==> config.mk <==
export PLATFORM = sky130hd
export DESIGN_NAME = ram_arbiter
export DESIGN_NICKNAME = d
export VERILOG_FILES = /design/src/rtl/ram_arbiter.sv
export SDC_FILE = /design/constraint.sdc
export NUM_CORES = 1
export LEC_CHECK = 0
export CAP_MARGIN = 20
export CORE_ASPECT_RATIO = 0.75
export CORE_MARGIN = 10
export CORE_UTILIZATION = 36
export CTS_CLUSTER_SIZE = 14
export DETAILED_ROUTE_END_ITERATION = 16
export GPL_TIMING_DRIVEN = 0
export PLACE_DENSITY = 0.87
export SLEW_MARGIN = 20
export SYNTH_ARGS = -nofsm -noshare
export SYNTH_HDL_FRONTEND = slang
export SYNTH_SLANG_ARGS = --single-unit
export TNS_END_PERCENT = 20
==> constraint.sdc <==
create_clock -name clk -period 1.35 [get_ports clk]
set_input_delay 0.2025 -clock clk [delete_from_list [all_inputs] [get_ports clk]]
set_output_delay 0.2025 -clock clk [all_outputs]
set_load 0.005 [all_outputs]
==> src/rtl/ram_arbiter.sv <==
`default_nettype none
// ============================================================================
//  Module   : ram_arbiter
//  Purpose  : Two-master round-robin arbiter in front of a single-port RAM with
//             a combinational read port. Each transaction takes IDLE -> ACCESS
//             -> DONE. The RAM is driven for exactly one cycle, and the granted
//             master receives a one-cycle ack in DONE.
//  Ports    : clk, rst             - clock, synchronous active-high reset
//             m0_* / m1_*          - master request/response (m0 = ifetch,
//                                    m1 = data load/store)
//             ram_en/rw/addr/din   - registered RAM control and write data
//             ram_dout             - RAM combinational read data
//             busy                 - high whenever the FSM is not in IDLE
//  Revision : 1.0 - initial release
// ============================================================================
module ram_arbiter #(
    parameter int ADDR_W = 32,
    parameter int DATA_W = 32
) (
    input  logic              clk,
    input  logic              rst,

    input  logic              m0_req,
    input  logic              m0_rw,
    input  logic [ADDR_W-1:0] m0_addr,
    input  logic [DATA_W-1:0] m0_wdata,
    output logic              m0_ack,
    output logic [DATA_W-1:0] m0_rdata,

    input  logic              m1_req,
    input  logic              m1_rw,
    input  logic [ADDR_W-1:0] m1_addr,
    input  logic [DATA_W-1:0] m1_wdata,
    output logic              m1_ack,
    output logic [DATA_W-1:0] m1_rdata,

    output logic              ram_en,
    output logic              ram_rw,
    output logic [ADDR_W-1:0] ram_addr,
    output logic [DATA_W-1:0] ram_din,
    input  logic [DATA_W-1:0] ram_dout,

    output logic              busy
);

    typedef enum logic [1:0] {
        IDLE   = 2'd0,
        ACCESS = 2'd1,
        DONE   = 2'd2
    } state_t;

    state_t r_state;
    logic   r_last_grant;   // master granted most recently (1 = m1)
    logic   r_grant;        // master owning the transaction in flight

    // m1 wins when it is the only requester, or when both request and m0 was
    // the last one served.
    logic   w_pick_m1;
    assign w_pick_m1 = m1_req & (~m0_req | ~r_last_grant);

    always_ff @(posedge clk) begin
        if (rst) begin
            r_state      <= IDLE;
            r_last_grant <= 1'b1;   // m0 wins the first contended arbitration
            r_grant      <= 1'b0;
            ram_en       <= 1'b0;
            ram_rw       <= 1'b0;
            ram_addr     <= '0;
            ram_din      <= '0;
            m0_ack       <= 1'b0;
            m1_ack       <= 1'b0;
            m0_rdata     <= '0;
            m1_rdata     <= '0;
            busy         <= 1'b0;
        end else begin
            // Acks are single-cycle pulses raised only on the ACCESS->DONE edge.
            m0_ack <= 1'b0;
            m1_ack <= 1'b0;

            case (r_state)
                IDLE: begin
                    if (m0_req || m1_req) begin
                        r_state      <= ACCESS;
                        busy         <= 1'b1;
                        r_grant      <= w_pick_m1;
                        r_last_grant <= w_pick_m1;
                        ram_en       <= 1'b1;
                        ram_rw       <= w_pick_m1 ? m1_rw    : m0_rw;
                        ram_addr     <= w_pick_m1 ? m1_addr  : m0_addr;
                        ram_din      <= w_pick_m1 ? m1_wdata : m0_wdata;
                    end
                end

                ACCESS: begin
                    r_state <= DONE;
                    ram_en  <= 1'b0;
                    // ram_dout is only meaningful on a read; a write leaves
                    // rdata untouched while the RAM commits on this same edge.
                    if (!ram_rw) begin
                        if (r_grant) begin
                            m1_rdata <= ram_dout;
                        end else begin
                            m0_rdata <= ram_dout;
                        end
                    end
                    if (r_grant) begin
                        m1_ack <= 1'b1;
                    end else begin
                        m0_ack <= 1'b1;
                    end
                end

                DONE: begin
                    r_state <= IDLE;
                    busy    <= 1'b0;
                end

                default: begin
                    r_state <= IDLE;
                    ram_en  <= 1'b0;
                    busy    <= 1'b0;
                end
            endcase
        end
    end

endmodule
`default_nettype wire

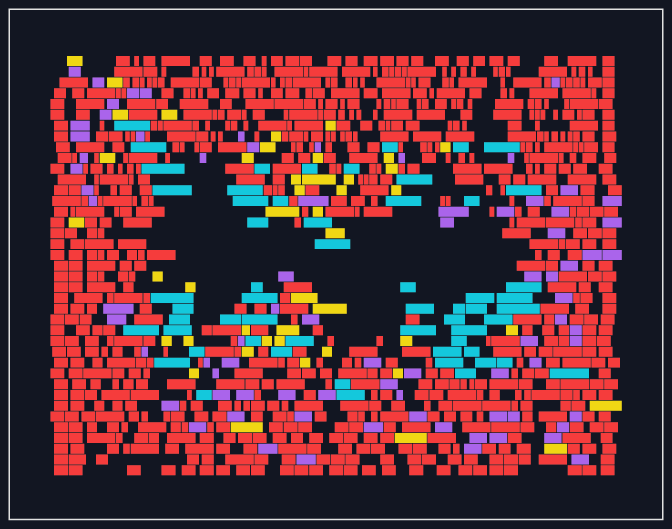
Figure 1: run 1, sizing map.
Cyan is _6 and larger, cells 57, share 6.0%, most used clkbuf_16. Red is _0 and _1 cells, cells 772, share 81%, most used clkdlybuf4s50_1. Purple is _2 cells, cells 78, share 8.2%, most used a211oi_2. Yellow is _3 and _4 cells, cells 44, share 4.6%, most used buf_4.

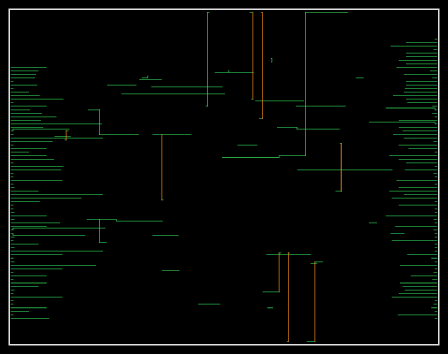
Figure 2: run 1, signal wires by layer.
Only two layers are drawn.
Green is metal 3, wire length 1,910 um. Orange is metal 4, wire length 310 um.

==> run summary, run 1 <==
H-tree depth: 4
final estimated routing congestion in global placement: 0.8334
utilization after layout: 0.6544
result of the run: finished, violations left
startpoint of the most critical hold path: rst
endpoint of the worst hold-timing path: r_state[1]
Required @ worst endpoint: 1.61 ns
total number of clock tree sinks: 137
switching part of the total: 0.2668
Clock power frac: 0.395
Psw: 3.194 mW
share of layout cells above drive strength 1: 0.1882
Worst Path Arrival: 1.74 ns
final critical-path share of the clock period: 1.092
Cell Area, Synth: 0.005648 mm2
number of failing setup endpoints in the final timing report: 39
least setup slack across all paths after layout: -0.1244 ns
type of the setup path with the least slack: flip-flop to flip-flop
routing usage on met3: 0.07266
Worst setup endpoint: m0_rdata[7]
worst hold path type: primary input to flip-flop
total vias in the final route: 5,800
reg-to-reg startpoint: r_state[0]
critical path cell sequence: buf_6, or4b_4, buf_8, nand2_2, a21oi_1
number of OpenROAD warnings: 29
Insertion Delay late pin: 0.41 ns
global route total overflow: 0
Post CTS Setup Buffer Count: 14
vias in the first global route: 5,903
violated checks: setup timing
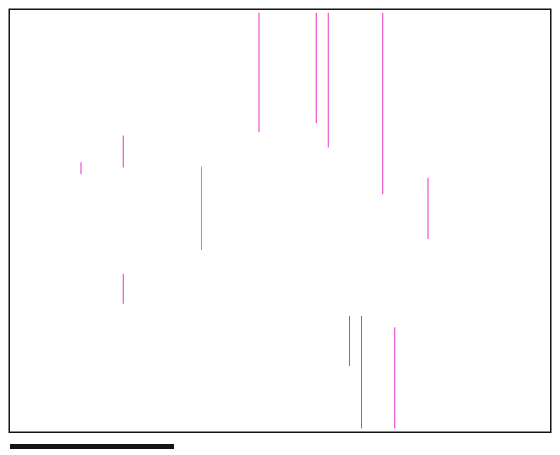
Figure 3: run 1, the metal 4 layer.
The bar under the picture is 50 um long.
The wires run mostly vertical. The longest straight run is 55.1 um.

-- run 1: area by class of cell --
| cell class | count | area, um2 | share of cell area |
|---|---|---|---|
| clock inverters | 14 | 171.4 | 0.01710 |
| inverters | 1 | 6.256 | 0.0006239 |
| clock buffers | 18 | 429.2 | 0.04280 |
| flip-flops and latches | 137 | 2754 | 0.2746 |
| plain buffers | 56 | 551.8 | 0.05503 |
| multi-input cells | 410 | 2825 | 0.2818 |
| repair buffers | 315 | 3033 | 0.3025 |
| well taps | 205 | 256.5 | 0.02558 |
-- run 1: power by group through the flow --
stage | sequential (mW) | combinational (mW) | clock, mW
3_5_place_dp | 4.62 | 2.51 | 0
2_1_floorplan | 4.64 | 1.04 | 0
3_3_place_gp | 4.61 | 2.47 | 0
5_1_grt | 4.58 | 2.88 | 4.98
6_report | 4.55 | 2.69 | 4.73
4_1_cts | 4.54 | 2.56 | 4.79
-- run 1: metrics by stage --
stage,area [um2],setup WS [ns],total power [mW],std cells,hold WS (ns)
2_1_floorplan,5664,-0.001078,5.677,608,0.3385
3_3_place_gp,8894,-0.5966,7.082,1110,0.4413
3_5_place_dp,8894,-0.6716,7.134,1110,0.4467
4_1_cts,9764,-0.1899,11.88,1156,0.1994
5_1_grt,10030,-0.1585,12.44,1156,0.2010
6_report,10030,-0.1244,11.97,1156,0.1892
-- run 1: cell usage after synthesis --
library cell | instances | area, um2
sky130_fd_sc_hd__a211oi_1 | 38 | 285.3
sky130_fd_sc_hd__a211oi_2 | 27 | 337.8
sky130_fd_sc_hd__a21boi_2 | 1 | 11.26
sky130_fd_sc_hd__a21oi_1 | 131 | 655.6
sky130_fd_sc_hd__and2_1 | 1 | 6.260
sky130_fd_sc_hd__buf_1 | 2 | 7.510
sky130_fd_sc_hd__buf_2 | 25 | 125.1
sky130_fd_sc_hd__buf_4 | 4 | 30.03
sky130_fd_sc_hd__buf_6 | 10 | 112.6
sky130_fd_sc_hd__clkbuf_1 | 19 | 71.32
sky130_fd_sc_hd__dfxtp_1 | 137 | 2743
sky130_fd_sc_hd__inv_2 | 1 | 3.750
sky130_fd_sc_hd__mux2i_1 | 65 | 650.6
sky130_fd_sc_hd__nand2_1 | 129 | 484.2
sky130_fd_sc_hd__nand2b_1 | 2 | 12.51
sky130_fd_sc_hd__nand3_1 | 1 | 5.000
sky130_fd_sc_hd__nand3b_1 | 1 | 7.510
sky130_fd_sc_hd__nand4bb_1 | 1 | 11.26
sky130_fd_sc_hd__nor2_1 | 4 | 15.01
sky130_fd_sc_hd__nor3_1 | 2 | 10.01
sky130_fd_sc_hd__nor4b_2 | 1 | 15.01
sky130_fd_sc_hd__nor4bb_1 | 1 | 10.01
sky130_fd_sc_hd__o21ai_0 | 2 | 10.01
sky130_fd_sc_hd__o21ba_1 | 1 | 10.01
sky130_fd_sc_hd__o21bai_1 | 1 | 7.510
sky130_fd_sc_hd__or4b_1 | 1 | 10.01
-- run 1: cell families after synthesis --
| family | count (synthesis) | synth area share |
|---|---|---|
| AND-OR/OR-AND | 201 | 0.2333 |
| buffers and inverters | 61 | 0.06203 |
| multiplexers | 65 | 0.1152 |
| AND/OR/NAND/NOR | 144 | 0.1039 |
| flip-flops | 137 | 0.4856 |
==> run 2: changes to the inputs <==
--- a/config.mk
+++ b/config.mk
@@ -5,14 +5,15 @@
 export SDC_FILE = /design/constraint.sdc
 export NUM_CORES = 1
 export LEC_CHECK = 0
+export ABC_CLOCK_PERIOD_IN_PS = 1800
 export CAP_MARGIN = 20
 export CORE_ASPECT_RATIO = 0.75
 export CORE_MARGIN = 10
-export CORE_UTILIZATION = 36
+export CORE_UTILIZATION = 43
 export CTS_CLUSTER_SIZE = 14
 export DETAILED_ROUTE_END_ITERATION = 16
 export GPL_TIMING_DRIVEN = 0
-export PLACE_DENSITY = 0.87
+export PLACE_DENSITY = 0.95
 export SLEW_MARGIN = 20
 export SYNTH_ARGS = -nofsm -noshare
 export SYNTH_HDL_FRONTEND = slang
==> constraint.sdc (replaced) <==
create_clock -name clk -period 1.8 [get_ports clk]
set_input_delay 0.27 -clock clk [delete_from_list [all_inputs] [get_ports clk]]
set_output_delay 0.27 -clock clk [all_outputs]
set_load 0.005 [all_outputs]
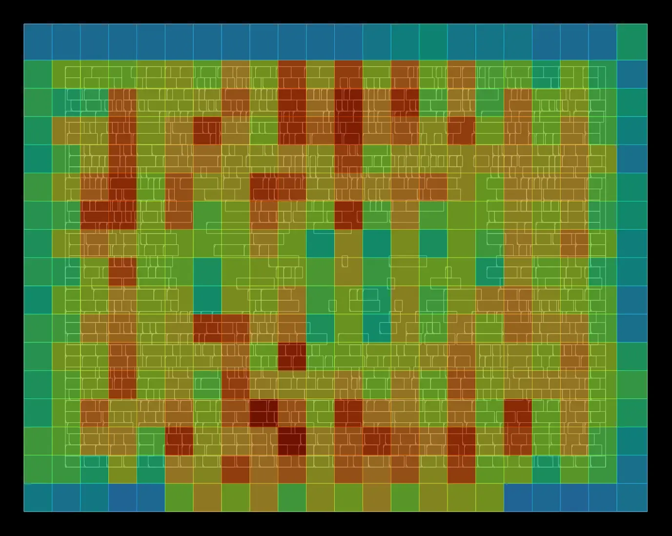
Figure 4: run 2, routing congestion map.
met2 track demand over resource in global routing: 0.3836
busiest layer in global routing: met2

==> run 2 against run 1 <==
Effect of this change:
- the flow now finishes without violations
- non-clock buffer count shrank 14
- sequential share of layout area grew 1.7 points
- first-iteration DRC count grew 7.2%
- worst setup slack gained 0.23 ns
- via count shrank 0.28%
- global-route usage grew 3.0 points
- die area shrank 14%
- combinational power shrank about 30%
- sequential power shrank 25%
- critical path depth shrank 4
- clock power shrank 27%
- power shrank 27%
- critical path type is now flip-flop to primary output
- critical endpoint is now ram_rw
- largest cell class unchanged
==> run summary, run 2 <==
result of the run: completed (was finished, violations left)
global route total overflow: 0 (unchanged)
H-tree depth: 4 (unchanged)
final estimated routing congestion in global placement: 0.8783 (was 0.8334)
worst hold path type: primary input to flip-flop (unchanged)
Non-Filler Cell Area, Final: 0.009414 mm2 (was 0.01003 mm2)
total vias in the final route: 5,784 (was 5,800)
Worst Path Arrival: 1.43 ns (was 1.74 ns)
final std cells w/o fill: 1,108 (was 1,156)
Cell area leaders: sky130_fd_sc_hd__dfxtp_1 (49%), sky130_fd_sc_hd__a21oi_1 (12%), sky130_fd_sc_hd__mux2i_1 (12%) (unchanged)
number of OpenROAD warnings: 26 (was 29)
type of the setup path with the least slack: flip-flop to primary output (was flip-flop to flip-flop)
most common library cells after synthesis: sky130_fd_sc_hd__dfxtp_1 (137), sky130_fd_sc_hd__a21oi_1 (131), sky130_fd_sc_hd__nand2_1 (129) (unchanged)
vias in the first global route: 5,990 (was 5,903)
critical path cell sequence: clkdlybuf4s50_1 (was buf_6, or4b_4, buf_8, nand2_2, a21oi_1)
top_reg_cell synth: sky130_fd_sc_hd__dfxtp_1 (unchanged)
final critical-path share of the clock period: 0.9428
Insertion Delay late pin: 0.41 ns (about the same)
startpoint of the most critical hold path: rst (unchanged)
Dominant cell area share: 0.4856 (unchanged)
worst hold slack across all endpoints: 0.4180 ns (was 0.1892 ns)
least setup slack across all paths after layout: 0.1029 ns (was -0.1244 ns)
top cell type by instance count after synthesis: sky130_fd_sc_hd__dfxtp_1 (unchanged)
share of layout cells above drive strength 1: 0.1046 (was 0.1882)
Async SR Flop Fraction: 0 (unchanged)
number of synthesized flops with an enable pin: 0 (unchanged)
Post CTS Setup Buffer Count: 0 (was 14)
Cell Area, Synth: 0.005648 mm2 (unchanged)
reg-to-reg startpoint: r_state[0] (unchanged)
utilization after layout: 0.7282 (was 0.6544)
endpoint of the worst hold-timing path: r_state[1] (unchanged)
total number of clock tree sinks: 137 (unchanged)
cell taking the most area after synthesis: sky130_fd_sc_hd__dfxtp_1 (unchanged)
-- run 2: how the worst max path moves through the flow --
stage	from	endpoint	slack [ns]	depth (start not counted)
after CTS	ram_rw	ram_rw	0.08	1
after detailed placement	m1_req	ram_addr[25]	-0.21	6
after global routing	r_state[0]	ram_addr[15]	0.006	6
after global placement	rst	m0_rdata[23]	-0.20	4
after floorplan	r_state[0]	m0_rdata[10]	0.44	6
final	ram_rw	ram_rw	0.10	1
-- run 2: cells by family (layout without fill, tap and decap cells) --
group,count (synthesis),count (layout),share of synthesized area
AND-OR/OR-AND,201,201,0.2333
flip-flops,137,137,0.4856
AND/OR/NAND/NOR,144,144,0.1039
buffers and inverters,61,390,0.06203
multiplexers,65,65,0.1152
-- run 2: cell type report --
class | count | area (um2)
fillers | 914 | 3513
repair buffers | 297 | 2973
flip-flops and latches | 137 | 2743
multi-input cells | 410 | 2555
clock buffers | 20 | 436.7
plain buffers | 60 | 346.6
well taps | 171 | 214.0
clock inverters | 12 | 142.6
inverters | 1 | 3.754
-- run 2: per-layer routing --
metal  vias up  part of all wire  GRT usage
li1       2777                 -          -
met1      2750              0.40     0.2551
met2       233              0.49     0.3836
met3        24             0.090    0.09709
met4         0             0.018    0.07383
met5         -                 0          0
-- run 2: power by group --
part	total [mW]	leakage, nW	switching, mW	internal, mW
Clock	3.43	0.268	1.37	2.06
Sequential	3.41	1.13	0.136	3.28
Combinational	1.87	2.01	0.812	1.06
Total	8.72	3.40	2.32	6.40
Power figures rest on the tool's default switching activity, not on a simulated workload.
